**config.mk**
```make
export PLATFORM = sky130hd
export DESIGN_NAME = inv_sub_bytes_seq
export DESIGN_NICKNAME = d
export VERILOG_FILES = /design/src/rtl/gf_pkg.sv /design/src/rtl/gf_mul_serial.sv /design/src/rtl/inv_sub_bytes_seq.sv
export SDC_FILE = /design/constraint.sdc
export NUM_CORES = 1
export LEC_CHECK = 0
export CAP_MARGIN = 20
export CORE_UTILIZATION = 50
export CTS_BUF_LIST = sky130_fd_sc_hd__clkbuf_16
export DETAILED_ROUTE_END_ITERATION = 12
export PLACE_DENSITY = 0.69
export SYNTH_ARGS = -nofsm -noshare
export SYNTH_HDL_FRONTEND = slang
export SYNTH_HIERARCHICAL = 1
export SYNTH_SLANG_ARGS = --single-unit
```
**constraint.sdc**
```tcl
create_clock -name clk -period 4.5 [get_ports clk]
set_input_delay 0.675 -clock clk [delete_from_list [all_inputs] [get_ports clk]]
set_output_delay 0.675 -clock clk [all_outputs]
set_load 0.05 [all_outputs]
```
**src/rtl/gf_pkg.sv**
```systemverilog
// gf_pkg: GF(2^8) constants, FSM encodings and affine/step helpers for the S-box engine
package gf_pkg;
  localparam logic [8:0] GF_POLY      = 9'h11B;
  localparam logic [7:0] GF_RED       = 8'h1B;
  localparam logic [7:0] INV_AFFINE_C = 8'h05;
  localparam logic [7:0] FWD_AFFINE_C = 8'h63;
  localparam logic [7:0] EXPONENT     = 8'hFE;
  localparam int         N_OPS        = 15;
  localparam int         MUL_CYCLES   = 8;
  localparam logic [1:0] S_IDLE   = 2'd0;
  localparam logic [1:0] S_AFFINE = 2'd1;
  localparam logic [1:0] S_EXP    = 2'd2;
  localparam logic [1:0] S_DONE   = 2'd3;

  function automatic logic [7:0] inv_affine(input logic [7:0] x);
    logic [7:0] y;
    y = '0;
    for (int i = 0; i < 8; i++)
      y[i] = x[(i + 2) % 8] ^ x[(i + 5) % 8] ^ x[(i + 7) % 8] ^ INV_AFFINE_C[i];
    return y;
  endfunction

  function automatic logic [7:0] fwd_affine(input logic [7:0] r);
    logic [7:0] y;
    y = '0;
    for (int i = 0; i < 8; i++)
      y[i] = r[i] ^ r[(i + 4) % 8] ^ r[(i + 5) % 8] ^ r[(i + 6) % 8] ^ r[(i + 7) % 8] ^ FWD_AFFINE_C[i];
    return y;
  endfunction

  // One MSB-first multiply step: double-and-reduce, then conditionally add the multiplicand.
  function automatic logic [7:0] gf_step(input logic [7:0] p, input logic [7:0] a,
                                         input logic bit_k, input logic [7:0] red);
    return {p[6:0], 1'b0} ^ (p[7] ? red : 8'h00) ^ (bit_k ? a : 8'h00);
  endfunction
endpackage

```
**src/rtl/gf_mul_serial.sv**
```systemverilog
// gf_mul_serial: 8-cycle shift-and-reduce GF(2^8) multiplier; operands latched on start,
// done pulses for one cycle once p holds the final product.
module gf_mul_serial
  import gf_pkg::*;
#(
  parameter int               WIDTH = 8,
  parameter logic [WIDTH-1:0] RED   = GF_RED
) (
  input  logic             clk,
  input  logic             rst_n,
  input  logic             start,
  input  logic [WIDTH-1:0] a,
  input  logic [WIDTH-1:0] b,
  output logic             done,
  output logic [WIDTH-1:0] p
);
  logic [WIDTH-1:0] a_q, a_d, b_q, b_d, p_q, p_d;
  logic [3:0]       cnt_q, cnt_d;
  logic             done_q, done_d;

  always_comb begin
    a_d    = a_q;
    b_d    = b_q;
    p_d    = p_q;
    cnt_d  = cnt_q;
    done_d = 1'b0;
    if (start) begin
      a_d   = a;
      b_d   = {b[WIDTH-2:0], 1'b0};
      p_d   = gf_step('0, a, b[WIDTH-1], RED);
      cnt_d = 4'(MUL_CYCLES - 1);
    end else if (cnt_q != 4'd0) begin
      b_d    = {b_q[WIDTH-2:0], 1'b0};
      p_d    = gf_step(p_q, a_q, b_q[WIDTH-1], RED);
      cnt_d  = cnt_q - 4'd1;
      done_d = cnt_q == 4'd1;
    end
  end

  always_ff @(posedge clk or negedge rst_n) begin
    if (!rst_n) begin
      a_q    <= '0;
      b_q    <= '0;
      p_q    <= '0;
      cnt_q  <= '0;
      done_q <= 1'b0;
    end else begin
      a_q    <= a_d;
      b_q    <= b_d;
      p_q    <= p_d;
      cnt_q  <= cnt_d;
      done_q <= done_d;
    end
  end

  assign done = done_q;
  assign p    = p_q;
endmodule

```
**src/rtl/inv_sub_bytes_seq.sv**
```systemverilog
// inv_sub_bytes_seq: iterative AES InvSubBytes (inverse affine then a^254 by square-and-multiply).
// Define SBOX_FWD_EN to add a mode port selecting forward SubBytes.
module inv_sub_bytes_seq
  import gf_pkg::*;
#(
  parameter int             WIDTH = 8,
  parameter logic [WIDTH:0] POLY  = GF_POLY
) (
  input  logic             clk,
  input  logic             rst_n,
  input  logic             in_valid,
  output logic             in_ready,
  input  logic [WIDTH-1:0] in_byte,
`ifdef SBOX_FWD_EN
  input  logic             mode,
`endif
  output logic             out_valid,
  input  logic             out_ready,
  output logic [WIDTH-1:0] out_byte,
  output logic             busy
);
  logic [1:0]       state_q, state_d;
  logic [WIDTH-1:0] x_q, x_d, a_q, a_d, r_q, r_d;
  logic [3:0]       op_idx_q, op_idx_d;
  logic             mul_start, mul_done, mul_next;
  logic [WIDTH-1:0] mul_x, mul_y, mul_p;
  logic             fwd;
`ifdef SBOX_FWD_EN
  logic mode_q, mode_d;
  assign fwd = mode_q;
`else
  assign fwd = 1'b0;
`endif

  // After a SQ, the next op is a MUL whenever the exponent bit for this pair is set.
  assign mul_next = ~op_idx_q[0] & EXPONENT[3'd7 - op_idx_q[3:1]];

  always_comb begin
    state_d   = state_q;
    x_d       = x_q;
    a_d       = a_q;
    r_d       = r_q;
    op_idx_d  = op_idx_q;
    mul_start = 1'b0;
    mul_x     = mul_p;
    mul_y     = mul_p;
`ifdef SBOX_FWD_EN
    mode_d    = mode_q;
`endif
    case (state_q)
      S_IDLE: if (in_valid) begin
        x_d     = in_byte;
        state_d = S_AFFINE;
`ifdef SBOX_FWD_EN
        mode_d  = mode;
`endif
      end
      S_AFFINE: begin
        a_d       = fwd ? x_q : inv_affine(x_q);
        r_d       = 8'h01;
        op_idx_d  = 4'd0;
        // First op squares r=1; issue it now so ops run back-to-back from here.
        mul_start = 1'b1;
        mul_x     = 8'h01;
        mul_y     = 8'h01;
        state_d   = S_EXP;
      end
      S_EXP: if (mul_done) begin
        r_d = mul_p;
        if (op_idx_q == 4'(N_OPS - 1)) state_d = S_DONE;
        else begin
          op_idx_d  = op_idx_q + 4'd1;
          mul_start = 1'b1;
          mul_y     = mul_next ? a_q : mul_p;
        end
      end
      default: state_d = out_ready ? S_IDLE : S_DONE;
    endcase
  end

  always_ff @(posedge clk or negedge rst_n) begin
    if (!rst_n) begin
      state_q  <= S_IDLE;
      x_q      <= '0;
      a_q      <= '0;
      r_q      <= '0;
      op_idx_q <= '0;
`ifdef SBOX_FWD_EN
      mode_q   <= 1'b0;
`endif
    end else begin
      state_q  <= state_d;
      x_q      <= x_d;
      a_q      <= a_d;
      r_q      <= r_d;
      op_idx_q <= op_idx_d;
`ifdef SBOX_FWD_EN
      mode_q   <= mode_d;
`endif
    end
  end

  gf_mul_serial #(.WIDTH(WIDTH), .RED(POLY[WIDTH-1:0])) u_mul (
    .clk  (clk),
    .rst_n(rst_n),
    .start(mul_start),
    .a    (mul_x),
    .b    (mul_y),
    .done (mul_done),
    .p    (mul_p)
  );

  assign in_ready  = state_q == S_IDLE;
  assign busy      = state_q != S_IDLE;
  assign out_valid = state_q == S_DONE;
  assign out_byte  = out_valid ? (fwd ? fwd_affine(r_q) : r_q) : '0;
endmodule

```
layer_met1.png
Scale: 4 px per um. Cells faint in the background.
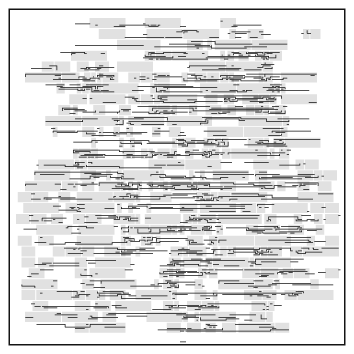
The layer holds 47% of the routed length. The layer carries 3140 um of wire. 317 nets have wire on it. The wires run mostly horizontal.

layer_met2.png
Scale: 6 px per um.
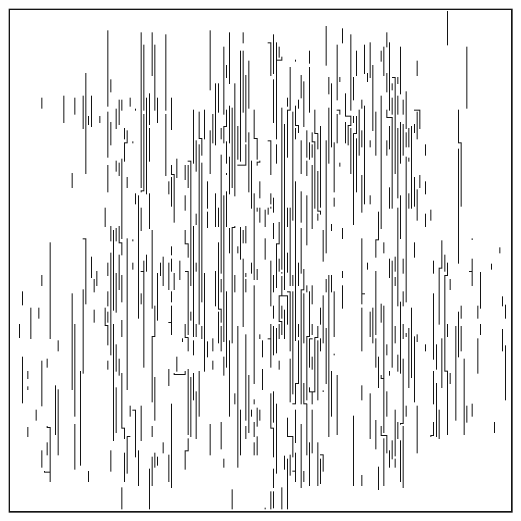
295 nets have wire on it. The layer carries 3230 um of wire. The layer holds 48% of the routed length. The longest straight run is 29.9 um.

==> reports/results.txt <==
Met3 GRT Util = 5.143%
Tool warning count = 31
Post-route minimum period = 2.754 ns
Placed Cells = 399
Overall routing resource usage = 21.45%
Mapped Cells = 316
P_int = 0.002032 W
IO Port Bufs = 22
Fin Setup TNS = 0 ns
Crit path buffers/inverters = 3
Count leader, synth = dfrtp_1
Clock skew = 0.009417 ns
Largest cells by area = dfrtp_1 44%, mux2_2 11%, nand2_1 5.3%, xnor2_1 5.0%, o221ai_2 3.2%
Final setup viols = 0
Highest metal used = met4
CP required = 4.68 ns
Fa+ha+maj area frac = 3.013%
DR WL/cell = 16.31 um
Met2 wire length = 3233 um
Init Core Util = 52.02%
Num CTS Buffers = 9
Clk pwr = 0.000765 W
Most common logic cells in the final layout = 58 x dfrtp_1, 47 x nand2_1, 31 x mux2_2
Layout Cells excl Fill = 414
Hold Fails Final Rpt = 0
Yosys warns = 6
Final setup margin = 1.746 ns
Synth area leader = dfrtp_1
Post-DR vias/cell = 5.807
AND/OR/NAND/NOR Cells, Area Fraction = 15.89%
Switch Pwr = 0.001295 W
Global Route met2 Usage = 36.07%
Comb power frac = 45.4%
Multi-In Gates = 229
Seq pwr share = 31.6%
H-Tree Depth = 3
Main logic family = simple AND/OR/NAND/NOR gates
Critical path fanouts, max = 22
Clock buf/inv share = 8.625%
Initial antenna violation count = 0
Worst-path cell with the longest stage delay = ha_1
Root buffer cell = clkbuf_16
Cell area after layout = 0.003859 sq mm
Clock latency on the worst-skew pair = 0.32 ns
CP cell instances = inv_1, ha_1, inv_1, a21oi_2, inv_1, a32oi_1, o21ai_0
Buffer share of cell area = 6.161%
Post-layout period usage = 61.20%
CP max stage delay = 0.72 ns
Seq/total area = 37.61%
Total combinational power = 0.00151 W
Antenna cells = 0
Fillers = 536
ANT nets after route = 0
Final WL = 6753 um
RSZ-0062 raised after global routing = false
DR WL met3 = 275 um
CTS clk-pin slew, worst paths = 0.06 ns
Flip-flops = 58
FMAX = 363.1 MHz
Syn_area_per_cell = 10.51 sq um
Area after DPL = 0.003526 sq mm
Num rows = 29
Synth async-reset ratio = 100.0%
Setup Crit Path Kind = reg2reg
Final max-slew violation count = 0
Seq share, synth = 43.69%
Die area = 0.006974 sq mm
Share of cells above drive strength 1 = 21.07%
Power density over the cells = 862.1 mW/mm^2
Tot Pwr = 0.003326 W
Slew HR = 41.92%
Synth flops = 58
Outcome = completed
Slew @ Worst Pin = 0.8712 ns
==> state kept, by name (all words and copies together), names as in the netlist <==
register	flops
a_q	8
state_q	2
op_idx_q	4
u_mul/done	1
x_q	8
r_q	8
u_mul/p	8
u_mul/cnt_q	4
u_mul/a_q	8
u_mul/b_q	7
==> final timing paths <==
| check | cells after the start | end | from | slack [ns] |
|---|---|---|---|---|
| worst max-delay path | 7 | u_mul/p[4] | state_q[1] | 1.75 |
| worst min-delay path | 2 | u_mul/p[5] | rst_n | 0.50 |
| worst max register to register | 7 | u_mul/p[4] | state_q[1] | 1.75 |
| worst min register to register | 1 | u_mul/a_q[1] | u_mul/a_q[1] | 0.51 |
| max in group asynchronous | 2 | a_q[1] | rst_n | 3.51 |
| min in group clk | 1 | u_mul/a_q[1] | u_mul/a_q[1] | 0.51 |
Power is estimated from default activity; no workload was simulated.
